`config.mk`:
```
export PLATFORM = sky130hd
export DESIGN_NAME = uart_rx_fifo
export DESIGN_NICKNAME = d
export VERILOG_FILES = /design/src/rtl/uart_rx_fifo.sv
export SDC_FILE = /design/constraint.sdc
export NUM_CORES = 1
export LEC_CHECK = 0
export ABC_AREA = 1
export CAP_MARGIN = 20
export CORE_MARGIN = 2
export CORE_UTILIZATION = 60
export CTS_BUF_LIST = sky130_fd_sc_hd__clkbuf_2 sky130_fd_sc_hd__clkbuf_4 sky130_fd_sc_hd__clkbuf_8
export CTS_CLUSTER_SIZE = 8
export DETAILED_ROUTE_END_ITERATION = 8
export PLACE_DENSITY = 0.82
export SLEW_MARGIN = 15
export SYNTH_ARGS = -nofsm -noshare
export SYNTH_HDL_FRONTEND = slang
export SYNTH_SLANG_ARGS = --single-unit
```
`constraint.sdc`:
```
create_clock -name clk -period 4.57 [get_ports clk]
set_clock_uncertainty 0.2 [all_clocks]
set_input_delay 0.914 -clock clk [delete_from_list [all_inputs] [get_ports clk]]
set_output_delay 0.914 -clock clk [all_outputs]
set_load 0.05 [all_outputs]
```
`src/rtl/uart_rx_fifo.sv`:
```
// UART receiver (8N1, or 8E1 when UART_RX_PARITY_EN is defined) feeding a show-ahead FIFO
// with sticky overrun / framing / parity error flags.
module uart_rx_fifo #(
  parameter int BIT_CLKS   = 217,
  parameter int FIFO_DEPTH = 4
) (
  input  logic                          clk,
  input  logic                          rst,
  input  logic                          rx,
  input  logic                          rd_en,
  input  logic                          err_clr,
  output logic [7:0]                    rd_data,
  output logic                          rx_valid,
  output logic [$clog2(FIFO_DEPTH):0]   fifo_count,
  output logic                          overrun,
  output logic                          frame_err,
  output logic                          parity_err
);

  localparam int AW = $clog2(FIFO_DEPTH);
  localparam int CW = $clog2(BIT_CLKS);
  localparam logic [CW-1:0] HALF_LD = CW'(BIT_CLKS / 2 - 1);
  localparam logic [CW-1:0] FULL_LD = CW'(BIT_CLKS - 1);

  typedef enum logic [2:0] {
    S_IDLE,
    S_START,
    S_DATA,
`ifdef UART_RX_PARITY_EN
    S_PARITY,
`endif
    S_STOP
  } state_e;

  logic          rx_m_q, rx_s, rx_d;
  state_e        state_q;
  logic [CW-1:0] cnt_q;
  logic [2:0]    bit_idx_q;
  logic [7:0]    shift_q;
  logic          frame_err_q, overrun_q;
  logic [AW:0]   wptr_q, rptr_q;
  logic [7:0]    mem_q [FIFO_DEPTH];
  logic          push, pop, full, empty, accept;

  always_ff @(posedge clk) begin
    if (rst) begin
      rx_m_q <= 1'b1;
      rx_s   <= 1'b1;
      rx_d   <= 1'b1;
    end else begin
      rx_m_q <= rx;
      rx_s   <= rx_m_q;
      rx_d   <= rx_s;
    end
  end

  // Push fires on the stop-sample edge itself, so the FIFO sees it in the same cycle.
  assign push = (state_q == S_STOP) && (cnt_q == '0) && rx_s;

`ifdef UART_RX_PARITY_EN
  logic parity_err_q;
  assign parity_err = parity_err_q;
`else
  assign parity_err = 1'b0;
`endif

  always_ff @(posedge clk) begin
    if (rst) begin
      state_q      <= S_IDLE;
      cnt_q        <= '0;
      bit_idx_q    <= '0;
      shift_q      <= '0;
      frame_err_q  <= 1'b0;
`ifdef UART_RX_PARITY_EN
      parity_err_q <= 1'b0;
`endif
    end else begin
      // Clear first; a set later in this block overrides it.
      if (err_clr) begin
        frame_err_q  <= 1'b0;
`ifdef UART_RX_PARITY_EN
        parity_err_q <= 1'b0;
`endif
      end
      case (state_q)
        S_IDLE: begin
          if (rx_d && !rx_s) begin
            cnt_q   <= HALF_LD;
            state_q <= S_START;
          end
        end
        S_START: begin
          if (cnt_q == '0) begin
            if (rx_s) begin
              state_q <= S_IDLE;
            end else begin
              cnt_q     <= FULL_LD;
              bit_idx_q <= '0;
              state_q   <= S_DATA;
            end
          end else begin
            cnt_q <= cnt_q - 1'b1;
          end
        end
        S_DATA: begin
          if (cnt_q == '0) begin
            shift_q   <= {rx_s, shift_q[7:1]};
            cnt_q     <= FULL_LD;
            bit_idx_q <= bit_idx_q + 3'd1;
            if (bit_idx_q == 3'd7) begin
`ifdef UART_RX_PARITY_EN
              state_q <= S_PARITY;
`else
              state_q <= S_STOP;
`endif
            end
          end else begin
            cnt_q <= cnt_q - 1'b1;
          end
        end
`ifdef UART_RX_PARITY_EN
        S_PARITY: begin
          if (cnt_q == '0) begin
            if (rx_s != ^shift_q) parity_err_q <= 1'b1;
            cnt_q   <= FULL_LD;
            state_q <= S_STOP;
          end else begin
            cnt_q <= cnt_q - 1'b1;
          end
        end
`endif
        S_STOP: begin
          if (cnt_q == '0) begin
            if (!rx_s) frame_err_q <= 1'b1;
            state_q <= S_IDLE;
          end else begin
            cnt_q <= cnt_q - 1'b1;
          end
        end
        default: state_q <= S_IDLE;
      endcase
    end
  end

  assign empty  = (wptr_q == rptr_q);
  assign full   = (wptr_q[AW] != rptr_q[AW]) && (wptr_q[AW-1:0] == rptr_q[AW-1:0]);
  assign pop    = rd_en && !empty;
  // A pop in the same cycle frees the slot a full FIFO needs.
  assign accept = push && (!full || pop);

  always_ff @(posedge clk) begin
    if (rst) begin
      wptr_q    <= '0;
      rptr_q    <= '0;
      overrun_q <= 1'b0;
    end else begin
      if (err_clr) overrun_q <= 1'b0;
      if (push && !accept) overrun_q <= 1'b1;
      if (pop) rptr_q <= rptr_q + 1'b1;
      if (accept) wptr_q <= wptr_q + 1'b1;
    end
  end

  always_ff @(posedge clk) begin
    if (accept) mem_q[wptr_q[AW-1:0]] <= shift_q;
  end

  assign rd_data    = empty ? 8'h00 : mem_q[rptr_q[AW-1:0]];
  assign rx_valid   = !empty;
  assign fifo_count = wptr_q - rptr_q;
  assign overrun    = overrun_q;
  assign frame_err  = frame_err_q;

endmodule

```
==> CHANGELOG.md <==
### Implementation results

* Result of the run: completed
* Final Max Tran Viols at 0
* H-tree levels at 3
* Cell with the biggest individual delay on the critical path: sky130_fd_sc_hd__clkdlybuf4s50_1
* Core Region at 5075 sq um
* Instance area after placement at approximately 3300 sq um
* End of the critical path: fifo_count[2]
* Wire length per cell at 13.38 um
* Leading post-synthesis cells by cell area: sky130_fd_sc_hd__edfxtp_1, sky130_fd_sc_hd__dfxtp_1, sky130_fd_sc_hd__nand2_1
* Cell area after technology mapping at 3115 sq um
* Signal arrival time at the worst endpoint at 2.38 ns
* Leading cell types by count after synthesis: sky130_fd_sc_hd__nand2_1, sky130_fd_sc_hd__nor2_1, sky130_fd_sc_hd__dfxtp_1, sky130_fd_sc_hd__inv_1, sky130_fd_sc_hd__edfxtp_1
* Standby leakage power at 1.555 nW
* Area overhead of the layout relative to synthesis at 15.18%
* Post-synthesis cell count at ~360
* Standard-cell rows at 26
* Diodes inserted at 0
* Most frequent logic cells in the routed design: sky130_fd_sc_hd__nand2_1, sky130_fd_sc_hd__nor2_1, sky130_fd_sc_hd__inv_1, sky130_fd_sc_hd__dfxtp_1, sky130_fd_sc_hd__edfxtp_1
* Required arrival time at the worst endpoint at 3.46 ns
* Post-cts repair resize count at 0
* Maximum vdd ir drop at 0.0003251 V
* Register area share after synthesis at between 50% and 60%
* Main flop type: sky130_fd_sc_hd__dfxtp_1
* Logic depth of the worst setup path including buffers at 5
* Flip-flop count of the largest register, all copies and words added at 32
* Number of hold buffers added after CTS at 0
* Final GP Congestion at 0.8857
* Net count, final at 399
* Core occupancy in the finished layout at between 70% and 80%
* Flip-flop and latch count after synthesis at 66
* TritonCTS clock tree: done
* Share of the synthesized area in the top cell type at 30.84%
* Vias in the first global route at around 2300
* Maximum number of pins on one net before global-route repair at 23
* Worst setup slack for register-to-register paths at approximately 2 ns
* Vias at ~2400
* Die boundary width at 76.06 um
* Overflow left after global routing at 0
* Hold path startpoint: rx_m_q
* Filler-free cell count of the finished design at 453
* Hold WC Path Type: register to register
* Total placed cells including tap cells at 437
* Fraction of final layout cells sized beyond drive strength 1 at 10.44%
* All-Layer GR Usage at 22.94%
* Most common cell after layout, fill and taps aside: sky130_fd_sc_hd__nand2_1
* Synthesis warning total at 0
* Cell depth of the worst min-delay path at 1
* Final hold vios at 0
* RSZ-0062 raised after global routing: no
* Cell Type Count at 32
* Most area-hungry cell type in the Yosys netlist: sky130_fd_sc_hd__edfxtp_1
* Worst Setup Path Type: register to output pin
* Final setup TNS at 0 ns
* Area reported by Yosys stat at 3115 sq um
* Endpoints failing setup at 0
* DRC violations left at 0
* Type of origin of the critical path: register
* Kind of cell adding the most delay to the critical path: buffers and inverters
* Worst slew margin relative to its limit at 46.81%
-- routing by layer --
metal / global-route usage [%] / vias up / share of wire (%)
met5: 0 / - / 0
met4: 9.455 / 0 / 0.91
li1: - / 1204 / -
met2: 39.64 / 40 / 52
met3: 5.806 / 5 / 3.4
met1: 27.45 / 1113 / 44
-- through the flow --
step                      power [mW]  setup slack (ns)
final                          1.770             1.072
after global routing           1.858            0.8813
after CTS                      1.777             1.042
after detailed placement       1.190             1.407
after global placement         1.174             1.451
after floorplan                1.072             1.664
-- worst reg2reg max path: stages, from the launching register on --
cell and delay, ns:
sky130_fd_sc_hd__dfxtp_1 0.32, sky130_fd_sc_hd__inv_1 0.12, sky130_fd_sc_hd__ha_1 0.18, sky130_fd_sc_hd__inv_1 0.07, sky130_fd_sc_hd__nor2_4 0.17, sky130_fd_sc_hd__nand2_4 0.10, sky130_fd_sc_hd__inv_1 0.16, sky130_fd_sc_hd__nand4_1 0.19
sky130_fd_sc_hd__nor2_1 0.66
-- kinds of logic (layout without fill, tap and decap cells) --
family	after synthesis	count (layout)	share of synthesized area, %
AND-OR/OR-AND	65	65	10.76
XOR/XNOR	2	2	0.5624
adder cells (fa/ha/maj)	16	16	6.667
buffers and inverters	50	76	6.386
flip-flops	66	66	52.69
other	1	1	0.1204
AND/OR/NAND/NOR	157	157	22.81
-- where the power goes --
group | internal, mW | switching, mW
combinational | 0.164 | 0.351
sequential | 0.640 | 0.0276
clock | 0.374 | 0.213
total | 1.18 | 0.591
-- area by class of cell --
cell class	instances	area, sq um
sequential	66	1642
tap	70	87.58
inverter	42	162.7
clock buffer	11	138.9
clock inverter	5	102.6
timing repair buffer	18	180.2
multi-input combinational	241	1275
fill	397	1486
A small window of the routed layout:
Region (47, 47) to (67, 67) um. Cells in grey, sequential cells in the stronger grey; small squares are vias.
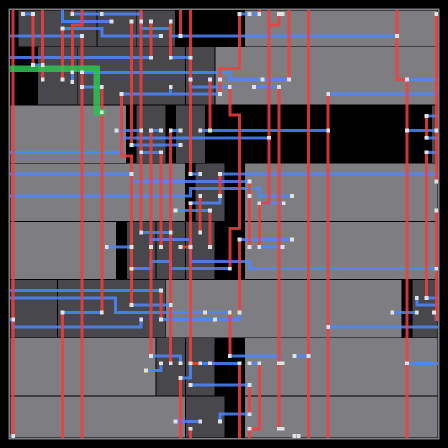
met2: shown in red. met1: shown in blue. met3: shown in green.
Netlist names of flops here include mem_q (10). Sequential cells in the window: 10. Most frequent: nor2_1 (10), edfxtp_1 (10), o21ai_0 (3). 28 logic cells have their middle in the window.

Port wiring:
Scale: 4 px per um.
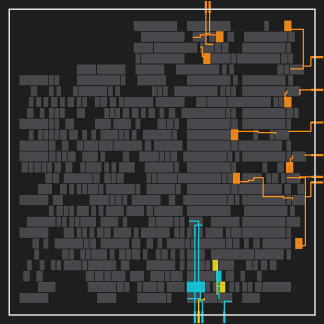
rd_en: shown in yellow, bits 1, direction input, end cells 2, buffers 1, wire 13.5 um. rd_data: shown in orange, bits 8, direction output, end cells 8, buffers 8, wire 137 um. fifo_count: shown in cyan, bits 3, direction output, end cells 3, buffers 3, wire 64.7 um.
number of top-level design ports: 20
Port Buffer Count: 18

Clock nets:
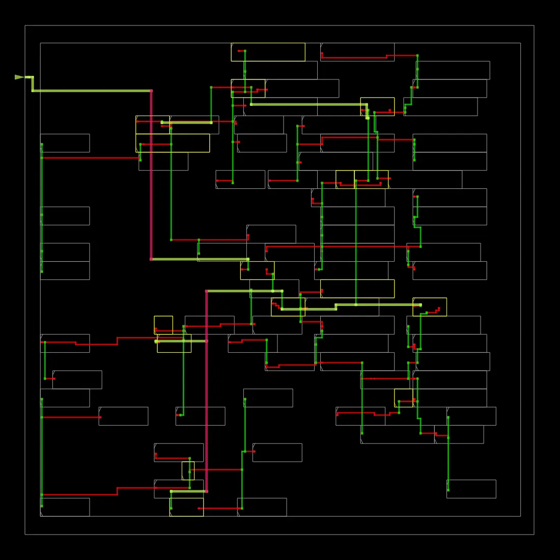
number of sinks on the clock net: 66
TritonCTS buffer count: 9
seq_cells: 66
Layout clock buffers: 11
Clock group: 0.587 mW

Power and IR drop assume default switching activity.
